Figure 1. Met1 routing (run 1).
The bar under the picture is 20 um long. Supply wires on this layer in gray.
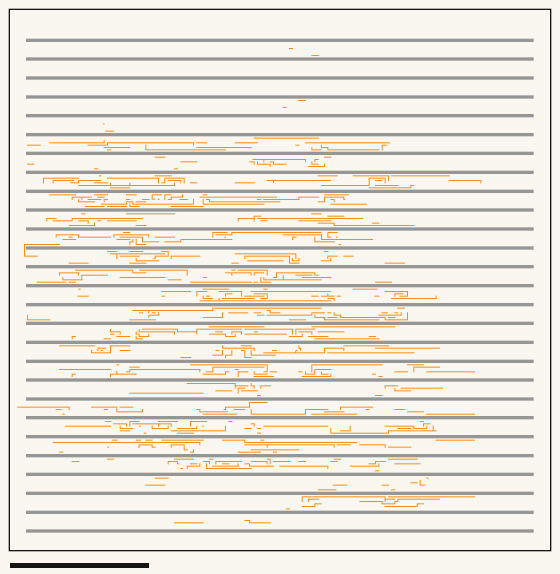
Figure 2. Met2 routing (run 1).
The bar under the picture is 20 um long.
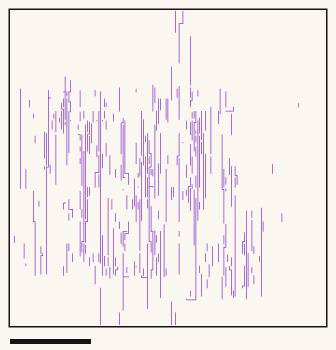
Figure 3. Signal wires on met3 (run 1).
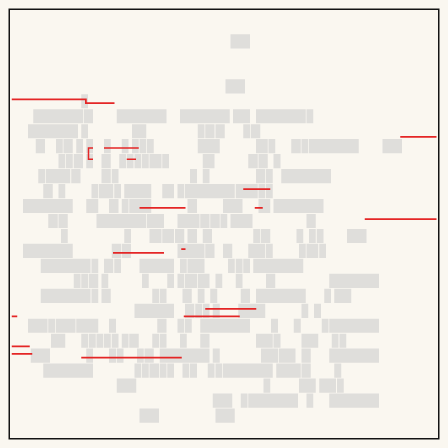
==> config.mk <==
export PLATFORM = sky130hd
export DESIGN_NAME = rock_intensity_ctrl
export DESIGN_NICKNAME = d
export VERILOG_FILES = /design/src/rtl/rock_pkg.sv /design/src/rtl/swing_gen.sv /design/src/rtl/rock_intensity_ctrl.sv
export SDC_FILE = /design/constraint.sdc
export NUM_CORES = 1
export LEC_CHECK = 0
export ABC_AREA = 1
export CORE_MARGIN = 2
export CORE_UTILIZATION = 29
export DETAILED_ROUTE_END_ITERATION = 16
export HOLD_SLACK_MARGIN = 0.06
export PLACE_DENSITY = 0.53
export SYNTH_ARGS = -nofsm -noshare
export SYNTH_HDL_FRONTEND = slang
export SYNTH_SLANG_ARGS = --single-unit
==> constraint.sdc <==
create_clock -name slow -period 2.82 [get_ports slow]
set_input_delay 0.564 -clock slow [delete_from_list [all_inputs] [get_ports slow]]
set_output_delay 0.564 -clock slow [all_outputs]
set_load 0.005 [all_outputs]
==> src/rtl/rock_pkg.sv <==
// Shared definitions for the cradle rocking scheduler.
//   - state_t      : scheduler FSM states
//   - LEVEL_W      : width of the rocking intensity
//   - HALF_W       : width of the swing half-period arithmetic
//   - DEF_*        : default parameter values for the scheduler
//   - half_period(): swing half-period in cycles for a given intensity
package rock_pkg;

  localparam int LEVEL_W = 3;
  localparam int HALF_W  = 6;

  localparam int DEF_MAX_LEVEL   = 7;
  localparam int DEF_START_LEVEL = 3;
  localparam int DEF_CALM_COUNT  = 2;
  localparam int DEF_TIMEOUT     = 64;
  localparam int DEF_BASE_HALF   = 16;
  localparam int DEF_STEP_HALF   = 2;

  typedef logic [LEVEL_W-1:0] level_t;

  typedef enum logic [2:0] {
    IDLE,
    START,
    RUN,
    STEP,
    DONE,
    FAULT
  } state_t;

  // Higher intensity rocks faster: each level shortens the half-period.
  function automatic logic [HALF_W-1:0] half_period(input level_t lvl,
                                                     input int     base,
                                                     input int     step);
    return HALF_W'(base - step * int'(lvl));
  endfunction

endpackage

==> src/rtl/swing_gen.sv <==
// Motor swing square-wave generator.
// Ports:
//   slow        in  clock
//   resetSlower in  asynchronous active-high reset
//   level       in  current rocking intensity (sets the half-period)
//   run         in  high while the scheduler is actively rocking
//   restart     in  restart the half-period counter (swing keeps its value)
//   swing       out motor direction square wave
module swing_gen
  import rock_pkg::*;
#(
  parameter int BASE_HALF = DEF_BASE_HALF,
  parameter int STEP_HALF = DEF_STEP_HALF
) (
  input  logic               slow,
  input  logic               resetSlower,
  input  logic [LEVEL_W-1:0] level,
  input  logic               run,
  input  logic               restart,
  output logic               swing
);

  logic [HALF_W-1:0] half;
  logic [HALF_W-1:0] cnt;
  logic              swing_q;
  logic              hold;

  assign half = half_period(level, BASE_HALF, STEP_HALF);
  assign hold = !run || (level == '0);

  // NOTE: every register here is assigned with <= so that all flops sample
  // the same pre-edge values; blocking assignments would make the result
  // depend on statement order inside the block.
  always_ff @(posedge slow or posedge resetSlower) begin
    if (resetSlower) begin
      cnt     <= '0;
      swing_q <= 1'b0;
    end else if (hold) begin
      cnt     <= '0;
      swing_q <= 1'b0;
    end else if (restart) begin
      cnt     <= '0;
    end else if (cnt == half - 1'b1) begin
      cnt     <= '0;
      swing_q <= ~swing_q;
    end else begin
      cnt     <= cnt + 1'b1;
    end
  end

  // The register clears one edge after the scheduler stops rocking; masking
  // with hold drives the motor line low on the same edge as the state change.
  assign swing = swing_q & ~hold;

endmodule

==> src/rtl/rock_intensity_ctrl.sv <==
// Closed-loop rocking scheduler between the heart-rate stress detector and
// the cradle motor driver.
// Ports:
//   slow        in  clock
//   resetSlower in  asynchronous active-high reset
//   enable      in  session request (level-sensitive)
//   gelijkPuls  in  stable-sample pulse from the detector (may be long)
//   gedaald     in  calmer flag, valid while gelijkPuls is high
//   error       in  more-stressed flag, valid while gelijkPuls is high
//   level       out current rocking intensity
//   swing       out motor direction square wave
//   busy        out high in START, RUN, STEP and DONE
//   fault       out heart-rate stream stopped settling (timeout)
module rock_intensity_ctrl
  import rock_pkg::*;
#(
  parameter int MAX_LEVEL   = DEF_MAX_LEVEL,
  parameter int START_LEVEL = DEF_START_LEVEL,
  parameter int CALM_COUNT  = DEF_CALM_COUNT,
  parameter int TIMEOUT     = DEF_TIMEOUT,
  parameter int BASE_HALF   = DEF_BASE_HALF,
  parameter int STEP_HALF   = DEF_STEP_HALF
) (
  input  logic               slow,
  input  logic               resetSlower,
  input  logic               enable,
  input  logic               gelijkPuls,
  input  logic               gedaald,
  input  logic               error,
  output logic [LEVEL_W-1:0] level,
  output logic               swing,
  output logic               busy,
  output logic               fault
);

  localparam int     CALM_W    = $clog2(CALM_COUNT + 1);
  localparam int     TMO_W     = $clog2(TIMEOUT);
  localparam level_t MAX_LVL   = level_t'(MAX_LEVEL);
  localparam level_t START_LVL = level_t'(START_LEVEL);

  state_t            state;
  logic              puls_q;
  logic              armed;
  logic [CALM_W-1:0] calm_cnt;
  logic [TMO_W-1:0]  tmo_cnt;

  logic ev;
  logic stress_ev;
  logic calm_ev;
  logic run;
  logic restart;

  // One evaluation per detector pulse, however long the pulse lasts.
  assign ev        = gelijkPuls & ~puls_q;
  assign stress_ev = ev & error & ~gedaald;
  assign calm_ev   = ev & gedaald & ~error;

  assign run     = (state == RUN) || (state == STEP);
  assign restart = (state == STEP);

  always_ff @(posedge slow or posedge resetSlower) begin
    if (resetSlower) puls_q <= 1'b0;
    else             puls_q <= gelijkPuls;
  end

  always_ff @(posedge slow or posedge resetSlower) begin
    if (resetSlower) begin
      state    <= IDLE;
      level    <= '0;
      busy     <= 1'b0;
      fault    <= 1'b0;
      armed    <= 1'b0;
      calm_cnt <= '0;
      tmo_cnt  <= '0;
    end else begin
      case (state)
        IDLE: begin
          level <= '0;
          // A new session needs enable to have been seen low first, so a
          // finished session does not immediately restart itself.
          if (!enable) begin
            armed <= 1'b1;
          end else if (armed) begin
            armed <= 1'b0;
            busy  <= 1'b1;
            state <= START;
          end
        end

        START: begin
          level    <= START_LVL;
          calm_cnt <= '0;
          tmo_cnt  <= '0;
          state    <= RUN;
        end

        RUN: begin
          if (tmo_cnt == TMO_W'(TIMEOUT - 1)) begin
            state <= FAULT;
            fault <= 1'b1;
            busy  <= 1'b0;
            level <= '0;
          end else if (!enable) begin
            state <= IDLE;
            busy  <= 1'b0;
            level <= '0;
          end else begin
            tmo_cnt <= ev ? '0 : tmo_cnt + 1'b1;
            if (stress_ev) begin
              calm_cnt <= '0;
              if (level < MAX_LVL) begin
                level <= level + 1'b1;
                state <= STEP;
              end
            end else if (calm_ev) begin
              if (calm_cnt == CALM_W'(CALM_COUNT - 1)) begin
                calm_cnt <= '0;
                if (level != '0) begin
                  level <= level - 1'b1;
                  state <= STEP;
                end else begin
                  state <= DONE;
                end
              end else begin
                calm_cnt <= calm_cnt + 1'b1;
              end
            end
          end
        end

        // Settling cycle after a level change; pulses arriving here are lost.
        STEP: state <= RUN;

        DONE: begin
          busy  <= 1'b0;
          level <= '0;
          state <= IDLE;
        end

        FAULT: begin
          level <= '0;
          if (!enable) begin
            fault <= 1'b0;
            state <= IDLE;
          end
        end

        default: state <= IDLE;
      endcase
    end
  end

  swing_gen #(
    .BASE_HALF (BASE_HALF),
    .STEP_HALF (STEP_HALF)
  ) u_swing (
    .slow        (slow),
    .resetSlower (resetSlower),
    .level       (level),
    .run         (run),
    .restart     (restart),
    .swing       (swing)
  );

endmodule

==> metrics.log, run 1 <==
[flow] collecting metrics
[metrics] synthesized area: about 0.0016 mm2
[metrics] Yosys reg bits: 25
[metrics] Final Worst Setup Slack: between 0.4 and 0.5 ns
[metrics] detailed route wirelength on metal3: 115 um
[metrics] Cell Count, Final, Fillers Out: 297
[metrics] status: finished clean
[metrics] adder-cell area share of the yosys netlist: roughly 2.9%
[metrics] count of unique library cells instantiated by Yosys: 29
[metrics] primary flip-flop cell chosen by synthesis mapping: dfrtp_1
[metrics] Max rail drop VDD: approximately 410 uV
[metrics] overall track demand over capacity in global routing: approximately an eighth
[metrics] Buf/Inv on CP: 2
[metrics] simple logic cell fraction of the synthesized area: 35.58%
[metrics] most common cell type on the critical path: nand3_1
[metrics] routed vias: between 1000 and 1500
[metrics] Hold Vio Cnt, Final: 0
[metrics] H-tree lvl count: 1
[metrics] Sequential Area: 625.6 um2
[metrics] critical path data required time: approximately 2.3 ns
[metrics] most area-consuming cells after synthesis: dfrtp_1, nand2_1, nor2_1, inv_1, nand3_1
[metrics] Longest Clk Path Bufs: 2
[metrics] area share of the largest cell type after synthesis: between 30% and 40%
[metrics] Hold WC Path Type: flop to flop
[metrics] cell taking the most area after synthesis: dfrtp_1
[metrics] share of synthesized area occupied by flip-flops and latches: around 40%
[metrics] Sum Neg Setup Slack: 0 ns
[metrics] CP startpoint: level[1]$_DFFE_PP0P_
[metrics] Switching Power: approximately 0.00064 W
[metrics] MI comb area: 818.3 um2
[metrics] TritonCTS clock tree: built
[metrics] setup clock skew after layout: between 0.003 and 0.004 ns
[metrics] met2 wire len: about 1500 um
[metrics] source-to-sink clock delay at the later pin of the worst-skew pair: between 0.2 and 0.3 ns
[metrics] placed cells: 293
[metrics] Area after DPL: 0.001773 mm2
[metrics] largest net degree at the start of global routing: 26
[metrics] synthesized area per cell: 7.448 um2
[metrics] clock sink count: 25
[metrics] non-clock buffer count: 12
[metrics] flip-flops with a built-in enable: 0
[metrics] CP max FO: 5
[metrics] internal power: 0.0007991 W
[metrics] clock buffer count from CTS: 3
[metrics] share of layout cells above drive strength 1: between 10% and 20%
[metrics] Non-Clock Inverter Count: 31
[metrics] max-cap viol count: 0
[metrics] switching power as a share of total power: 44.35%
[metrics] ordered cell list for the critical path: inv_1, nand3_1, nand3_1, nor2_1, clkdlybuf4s50_1
[metrics] main kind of combinational logic by area: simple AND/OR/NAND/NOR gates
[metrics] violation tally from detailed-route iteration zero: between 60 and 70
[metrics] share of the clock period used by the worst path: 83.03%
[metrics] count of hold-fix buffers inserted at cts: 0
[metrics] root buffer cell: clkbuf_8
[metrics] Worst R2R Start: puls_q$_DFF_PP0_
[metrics] fraction of synthesized cell area in xor and xnor cells: 3.883%
[metrics] Non-Filler Cell Area, Final: about 0.0018 mm2
[metrics] largest delay contributor family on the critical path: buffers and inverters
[metrics] type of element launching the critical path: flop
[metrics] Max-slew headroom: between 60% and 70%
[metrics] number of global-route vias before repair: between 1000 and 1500
[metrics] areal power density over the cells: about 790 mW/mm2
[metrics] flop share of the area: between 30% and 40%
[metrics] synthesized netlist net count: about 220
[metrics] Max stage delay on crit path: roughly 0.51 ns
[metrics] Top cells excl fill/tap: nand2_1, nor2_1, inv_1
[metrics] share of total power in combinational logic: 47.9%
[metrics] number of cell instances after yosys synthesis: 212
[metrics] LEAKAGE: 0.8453 nW
[metrics] Die W: 77.79 um
[metrics] Top cell excl fill/tap: nand2_1
[metrics] Final Max-Slew Violation Tally: 0
[metrics] routed length on met1: 1536 um
[metrics] final RePlAce weighted congestion: between 0.7 and 0.8
[metrics] share of cell area taken by muxes after synthesis: 0%
[metrics] critical-path cell with the highest stage delay: clkdlybuf4s50_1
[metrics] number of warnings in the stage logs: 26
[metrics] Post-Route WL: 3215 um
[metrics] number of sequential cells: 25
[metrics] met3 GRT Util: 2.674%
[metrics] share of async-settable or async-resettable flops after synthesis: 100.0%
[metrics] total gr overflow: 0
[metrics] Hold Slack: between 0.4 and 0.5 ns
[metrics] grt met1 use: between 10% and 20%
[metrics] core box area: about 0.0052 mm2
[metrics] Flop+latch power: 0.000527 W
[metrics] crit end category: output pin
[metrics] Die Height: a little under 80 um
[metrics] post-CTS setup buffer count: 0
[metrics] number of clock buffers in the layout: 4
[metrics] power share of the sequential group: a little under two fifths
[metrics] Area-dominant class: multi-input combinational cells
[metrics] detailed-routing iteration count for the pre-antenna-repair pass: 4
[metrics] worst slew pin tran: a little over 0.5 ns
[metrics] global-route met2 utilization: 19.05%
[metrics] residual DRC count: 0
[metrics] fraction of the mapped netlist area in compound gates: a little under a tenth
[metrics] total inserted antenna cells: 0
[metrics] number of ports placed on the die boundary: 12
[metrics] highest-power group: combinational logic
[metrics] final antenna-violating net count: 0
[metrics] number of endpoints failing setup at the final stage: 0
[metrics] Setup WS pre-CTS: a little under 0.7 ns
-- Figure 1 (at the start) --
- nets with wire on the layer: 215
- main direction: horizontal

-- Figure 2 (at the start) --
- share of all routed wire: 47%
- nets with wire on the layer: 173
- main direction: vertical
- wire length on this layer: 1500 um
- longest straight run: 42.2 um

-- Figure 3 (at the start) --
- nets with wire on the layer: 13
- wire length on this layer: 116 um
- main direction: horizontal
- longest straight run: 17.9 um
- share of all routed wire: 3.6%

==> run 1: worst paths after layout <==
path	to	slack (ns)	depth (start not counted)
setup / recovery	swing	0.48	5
hold / removal	tmo_cnt[5]$_DFFE_PP0P_	0.50	1
setup reg to reg	level[1]$_DFFE_PP0P_	1.29	7
hold reg to reg	tmo_cnt[5]$_DFFE_PP0P_	0.50	1
max in group asynchronous	u_swing.cnt[0]$_DFF_PP0_	1.94	3
min in group asynchronous	calm_cnt[0]$_DFFE_PP0P_	0.63	3
==> run 1: sequential cells by signal, summed over array words and instances, names as in the netlist <==
name             cells
armed                1
busy                 1
calm_cnt             2
fault                1
level                3
puls_q               1
state                3
tmo_cnt              6
u_swing.cnt          6
u_swing.swing_q      1
Figure 4. Routed clock nets over the placement (run 1).
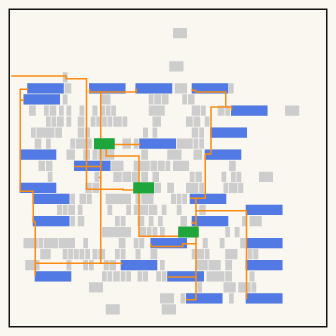

==> run 2: changes to the inputs <==
--- a/config.mk
+++ b/config.mk
@@ -10,7 +10,7 @@
 export CORE_UTILIZATION = 29
 export DETAILED_ROUTE_END_ITERATION = 16
 export HOLD_SLACK_MARGIN = 0.06
-export PLACE_DENSITY = 0.53
+export PLACE_DENSITY = 0.55
 export SYNTH_ARGS = -nofsm -noshare
 export SYNTH_HDL_FRONTEND = slang
 export SYNTH_SLANG_ARGS = --single-unit
==> constraint.sdc (replaced) <==
create_clock -name slow -period 1.9 [get_ports slow]
set_input_delay 0.38 -clock slow [delete_from_list [all_inputs] [get_ports slow]]
set_output_delay 0.38 -clock slow [all_outputs]
set_load 0.005 [all_outputs]
Figure 5. Routed clock nets over the placement (run 2).
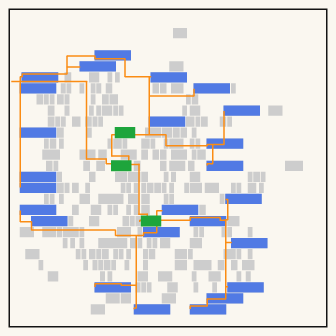
- orange: clock wires (length 356 um)
- blue: flip-flops (count 25)
- green: clock drivers (count 3)
- flops lie: all over the die
- routed clock nets: 4

Figure 6. Signal wires on met3 (run 2).
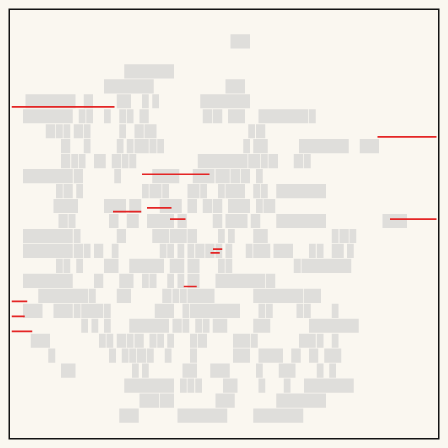
- nets with wire on the layer: 10
- main direction: horizontal
- longest straight run: 18.4 um
- share of all routed wire: 2.2%
- wire length on this layer: 73.4 um

Figure 7. Met2 routing (run 2).
The bar under the picture is 20 um long.
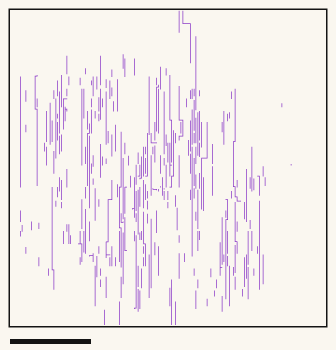
- main direction: vertical
- longest straight run: 27.2 um
- wire length on this layer: 1570 um
- nets with wire on the layer: 194

==> run 2 against run 1 <==
  * Critical path depth shrank 2
  * Global-route usage up 0.31 points
  * Synthesized area unchanged
  * Critical endpoint is now level[2]
  * Clock-buffer cell count is the same
  * Die area is the same
  * Non-clock buffer count increased by 11
  * Register-to-register slack got worse by 0.90 ns
  * Via count up 3.8%
  * Flip-flop count stayed put
==> metrics.log, run 2 <==
[flow] collecting metrics
[metrics] number of warnings in the stage logs: 26
[metrics] Yosys reg bits: 25
[metrics] clock buffer count from CTS: 3
[metrics] share of async-settable or async-resettable flops after synthesis: 100.0%
[metrics] largest net degree at the start of global routing: 26
[metrics] Worst R2R Start: tmo_cnt[1]$_DFFE_PP0P_
[metrics] LEAKAGE: just over 0.9 nW
[metrics] Hold WC Path Type: input port to asynchronous set/reset pin
[metrics] Non-Filler Cell Area, Final: about 0.0019 mm2
[metrics] status: finished clean
[metrics] flip-flops with a built-in enable: 0
[metrics] share of total power in combinational logic: roughly 53%
[metrics] Die W: 77.79 um
[metrics] Hold Slack: about 0.45 ns
[metrics] share of synthesized area occupied by flip-flops and latches: between 30% and 40%
[metrics] share of cell area taken by muxes after synthesis: 0%
[metrics] Max rail drop VDD: between 500 and 600 uV
[metrics] met3 GRT Util: under 10%
[metrics] final RePlAce weighted congestion: roughly 0.8
[metrics] clock sink count: 25
[metrics] detailed-routing iteration count for the pre-antenna-repair pass: 4
[metrics] Max-slew headroom: 68.19%
[metrics] post-CTS setup buffer count: 2
[metrics] primary flip-flop cell chosen by synthesis mapping: dfrtp_1
[metrics] count of unique library cells instantiated by Yosys: 29
[metrics] final antenna-violating net count: 0
[metrics] H-tree lvl count: 1
[metrics] Area-dominant class: multi-input combinational cells
[metrics] Sum Neg Setup Slack: 0 ns
[metrics] internal power: around 0.0013 W
[metrics] Max stage delay on crit path: 0.43 ns
[metrics] number of ports placed on the die boundary: 12
[metrics] number of sequential cells: 25
[metrics] root buffer cell: clkbuf_8
[metrics] placed cells: about 300
[metrics] Buf/Inv on CP: 3
[metrics] crit end category: output pin
[metrics] grt met1 use: about 16%
[metrics] number of clock buffers in the layout: 4
[metrics] worst slew pin tran: ~0.48 ns
[metrics] Top cell excl fill/tap: nand2_1
[metrics] core box area: about 0.0052 mm2
[metrics] violation tally from detailed-route iteration zero: between 70 and 80
[metrics] Area after DPL: 0.001833 mm2
[metrics] MI comb area: 828.3 um2
[metrics] flop share of the area: between 30% and 40%
[metrics] CP startpoint: level[2]$_DFFE_PP0P_
[metrics] Final Max-Slew Violation Tally: 0
[metrics] synthesized netlist net count: about 220
[metrics] simple logic cell fraction of the synthesized area: between 30 and 40%
[metrics] routed vias: roughly 1400
[metrics] highest-power group: combinational logic
[metrics] Non-Clock Inverter Count: 31
[metrics] Regs by FF count: tmo_cnt: 6 flops, u_swing.cnt: 6 flops
[metrics] Switching Power: between 0.0009 and 0.001 W
[metrics] most area-consuming cells after synthesis: dfrtp_1, nand2_1, nor2_1, inv_1, nand3_1
[metrics] Setup WS pre-CTS: approximately 0.0076 ns
[metrics] setup clock skew after layout: 0.002009 ns
[metrics] met2 wire len: ~1600 um
[metrics] adder-cell area share of the yosys netlist: about 2.9%
[metrics] Final Worst Setup Slack: 0.1569 ns
[metrics] Die Height: 77.79 um
[metrics] residual DRC count: 0
[metrics] Longest Clk Path Bufs: 2
[metrics] fraction of synthesized cell area in xor and xnor cells: 3.883%
[metrics] Hold Vio Cnt, Final: 0
[metrics] total inserted antenna cells: 0
[metrics] global-route met2 utilization: between 20% and 30%
[metrics] source-to-sink clock delay at the later pin of the worst-skew pair: around 0.27 ns
[metrics] main kind of combinational logic by area: simple AND/OR/NAND/NOR gates
[metrics] CP max FO: 4
[metrics] synthesized area: around 0.0016 mm2
[metrics] Top cells excl fill/tap: nand2_1, nor2_1, inv_1
[metrics] count of hold-fix buffers inserted at cts: 0
[metrics] number of endpoints failing setup at the final stage: 0
[metrics] switching power as a share of total power: 43.41%
[metrics] number of cell instances after yosys synthesis: ~210
[metrics] power share of the sequential group: 32.9%
## run 2: cell counts after synthesis
No cell type changed its count.
## run 2: worst paths after layout
kind,to,cells after the start
setup / recovery,level[2],3
hold / removal,calm_cnt[0]$_DFFE_PP0P_,3
setup reg to reg,level[0]$_DFFE_PP0P_,9
hold reg to reg,busy$_DFFE_PP0P_,2
max in group asynchronous,state[2]$_DFFE_PP0P_,3
min in group slow,busy$_DFFE_PP0P_,2
## run 2: kinds of logic (layout without fill, tap and decap cells)
| logic type | count (synthesis) | after routing |
|---|---|---|
| adder cells (fa/ha/maj) | 3 | 3 |
| XOR/XNOR | 7 | 7 |
| AND-OR/OR-AND | 27 | 27 |
| flip-flops | 25 | 25 |
| AND/OR/NAND/NOR | 118 | 118 |
| buffers and inverters | 32 | 58 |
Figure 8. Met1 routing (run 2).
The bar under the picture is 20 um long. Supply wires on this layer in gray.
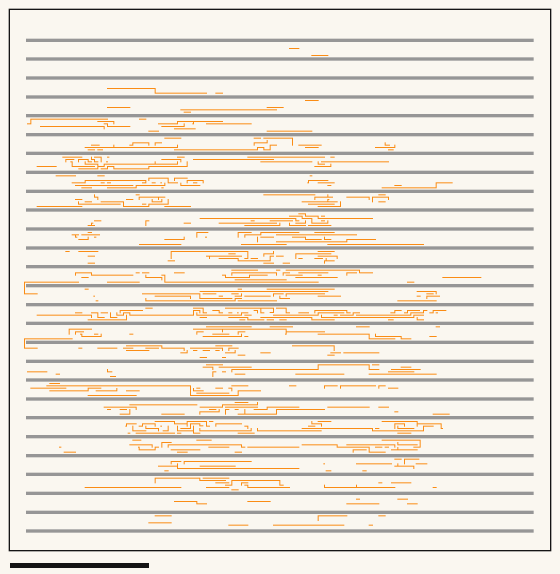

==> run 3: changes to the inputs <==
--- a/config.mk
+++ b/config.mk
@@ -6,11 +6,13 @@
 export NUM_CORES = 1
 export LEC_CHECK = 0
 export ABC_AREA = 1
+export CELL_PAD_IN_SITES_DETAIL_PLACEMENT = 0
+export CELL_PAD_IN_SITES_GLOBAL_PLACEMENT = 2
 export CORE_MARGIN = 2
 export CORE_UTILIZATION = 29
 export DETAILED_ROUTE_END_ITERATION = 16
 export HOLD_SLACK_MARGIN = 0.06
-export PLACE_DENSITY = 0.55
+export PLACE_DENSITY = 0.8
 export SYNTH_ARGS = -nofsm -noshare
 export SYNTH_HDL_FRONTEND = slang
 export SYNTH_SLANG_ARGS = --single-unit
Figure 9. Met1 routing (run 3).
The bar under the picture is 20 um long. Supply wires on this layer in gray.
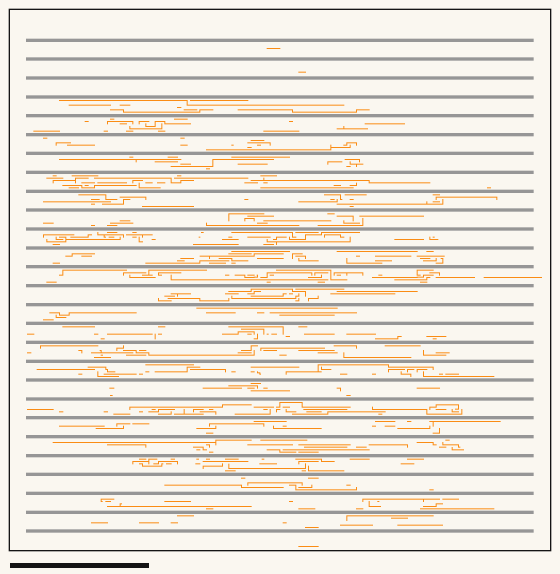
- longest straight run: 23.5 um
- share of all routed wire: 50%
- main direction: horizontal
- nets with wire on the layer: 233

Figure 10. Signal wires on met3 (run 3).
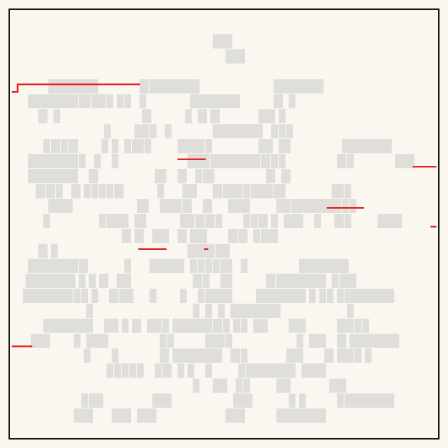
- wire length on this layer: 49.0 um
- share of all routed wire: 1.4%
- longest straight run: 22.1 um
- main direction: horizontal
- nets with wire on the layer: 6

==> run 3 against run 2 <==
  * Via count decreased by 1.2%
  * Total power is essentially flat
  * Register-to-register slack lost 0.02 ns
  * Synthesized area unchanged
  * Synthesized cell count unchanged
  * Sequential share of layout area decreased by 0.15 points
  * Flip-flop count unchanged
  * Fmax grew 5.2%
==> metrics.log, run 3 <==
[flow] collecting metrics
[metrics] max-cap viol count: 0
[metrics] Setup WS pre-CTS: -0.02047 ns
[metrics] number of clock buffers in the layout: 3
[metrics] worst reg2reg setup slack: 0.37 ns
[metrics] main kind of combinational logic by area: simple AND/OR/NAND/NOR gates
[metrics] cell taking the most area after synthesis: dfrtp_1
[metrics] fraction of area in multi-input gates: 43.10%
[metrics] primary flip-flop cell chosen by synthesis mapping: dfrtp_1
[metrics] synthesized area: between 0.0015 and 0.002 mm2
[metrics] CP startpoint: level[0]$_DFFE_PP0P_
[metrics] Die W: roughly 78 um
[metrics] Area after DPL: around 0.0018 mm2
[metrics] root buffer cell: clkbuf_8
[metrics] synthesized area per cell: around 7.4 um2
[metrics] critical path data required time: about 1.5 ns
[metrics] count of hold-fix buffers inserted at cts: 0
[metrics] adder-cell area share of the yosys netlist: around 2.9%
[metrics] Regs by FF count: tmo_cnt: 6 flops, u_swing.cnt: 6 flops
[metrics] Non-Clock Inverter Count: 31
[metrics] routed vias: approximately 1400
[metrics] areal power density over the cells: between 1000 and 1500 mW/mm2
[metrics] Reg-to-Reg End: state[2]$_DFFE_PP0P_
[metrics] number of sequential cells: 25
[metrics] cell depth of the worst flop-to-flop path: 8
[metrics] TritonCTS clock tree: built
[metrics] Sequential Area: 625.6 um2
[metrics] area share of the largest cell type after synthesis: roughly two fifths
[metrics] fraction of synthesized cell area in xor and xnor cells: 3.883%
[metrics] number of ports placed on the die boundary: 12
[metrics] core box area: 0.005172 mm2
[metrics] fraction of the mapped netlist area in compound gates: a little under a tenth
[metrics] Hold Vio Cnt, Final: 0
[metrics] post-CTS setup buffer count: 2
[metrics] Logic Gate Count: 155
[metrics] share of layout cells above drive strength 1: 17.15%
[metrics] Top cell excl fill/tap: nand2_1
[metrics] Area-dominant class: multi-input combinational cells
[metrics] final RePlAce weighted congestion: slightly above 0.8
[metrics] non-clock buffer count: 24
[metrics] largest net degree at the start of global routing: 26
[metrics] Final Worst Setup Slack: 0.2431 ns
[metrics] flip-flops with a built-in enable: 0
[metrics] clock sink count: 25
[metrics] crit end category: output pin
[metrics] number of global-route vias before repair: roughly 1400
[metrics] Final Max-Slew Violation Tally: 0
[metrics] Synth-to-Final Area Change: 21.71%
[metrics] setup clock skew after layout: 0.006128 ns
[metrics] residual DRC count: 0
[metrics] count of unique library cells instantiated by Yosys: 29
[metrics] overall track demand over capacity in global routing: approximately an eighth
[metrics] LEAKAGE: 0.9309 nW
[metrics] number of cell instances after yosys synthesis: around 210
[metrics] status: finished clean
[metrics] Yosys reg bits: 25
[metrics] number of endpoints failing setup at the final stage: 0
[metrics] worst slew pin tran: a little under 0.5 ns
[metrics] Cell Count, Final, Fillers Out: between 300 and 400
[metrics] Sum Neg Setup Slack: 0 ns
[metrics] source-to-sink clock delay at the later pin of the worst-skew pair: around 0.27 ns
[metrics] CP max FO: 5
[metrics] capturing instance or port of the critical path: level[0]
[metrics] total inserted antenna cells: 0
[metrics] clock buffer count from CTS: 3
[metrics] Longest Clk Path Bufs: 2
[metrics] type of element launching the critical path: flop
[metrics] most area-consuming cells after synthesis: dfrtp_1, nand2_1, nor2_1, inv_1, nand3_1
[metrics] Post-Route WL: about 3400 um
[metrics] Commonest cells post-synth: nand2_1, nor2_1, inv_1
[metrics] share of synthesized area occupied by flip-flops and latches: around 40%
[metrics] Die Height: slightly below 80 um
[metrics] Hold WC Path Type: input port to asynchronous set/reset pin
[metrics] H-tree lvl count: 1
[metrics] final antenna-violating net count: 0
[metrics] simple logic cell fraction of the synthesized area: a little over a third
[metrics] Worst R2R Start: tmo_cnt[0]$_DFFE_PP0P_
[metrics] highest clock rate: between 600 and 700 MHz
[metrics] violation tally from detailed-route iteration zero: between 60 and 70
[metrics] placed cells: approximately 300
[metrics] Top cells excl fill/tap: nand2_1, nor2_1, inv_1
[metrics] Max rail drop VDD: 467.0 uV
[metrics] Non-Filler Cell Area, Final: between 0.0015 and 0.002 mm2
[metrics] Hold Slack: 0.4567 ns
[metrics] Max-slew headroom: between 60% and 70%
[metrics] MI comb area: 828.3 um2
[metrics] share of async-settable or async-resettable flops after synthesis: 100.0%
[metrics] number of warnings in the stage logs: 26
[metrics] Tap Cells: 70
[metrics] total gr overflow: 0
[metrics] share of cell area taken by muxes after synthesis: 0%
[metrics] flop share of the area: 32.55%
[metrics] synthesized netlist net count: ~220
[metrics] share of the clock period used by the worst path: a little under 90%
[metrics] detailed-routing iteration count for the pre-antenna-repair pass: 4
Figure 11. Routed clock nets over the placement (run 3).
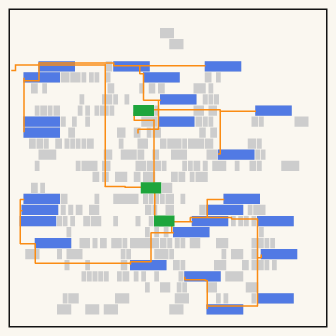
- blue: flip-flops (count 25)
- orange: clock wires (length 371 um)
- green: clock drivers (count 3)
- flops lie: all over the die
- routed clock nets: 4

==> run 3: cell counts after synthesis <==
Identical to the previous run, type by type.
==> run 3: per-layer routing <==
metal,GRT usage (%),vias to the layer above,share of wire (%),wire [um]
li1,-,720,-,-
met1,17.72,631,50,1719
met2,20.60,8,47,1625
met3,1.744,4,1.4,48
met4,4.821,0,1.3,46
met5,0,-,0,0
==> run 3: power by group <==
part / internal [W] / switching, W / leakage, nW / total (W)
Combinational: 0.000468 / 0.000714 / 0.576 / 0.00118
Clock: 0.000147 / 0.000178 / 0.0255 / 0.000325
Sequential: 0.000647 / 0.0000841 / 0.329 / 0.000731
==> run 3: critical path, stage by stage, from the launching register on <==
cell and delay [ns]:
dfrtp_1 0.37, buf_4 0.14, clkdlybuf4s50_1 0.50
Power and IR drop assume default switching activity.
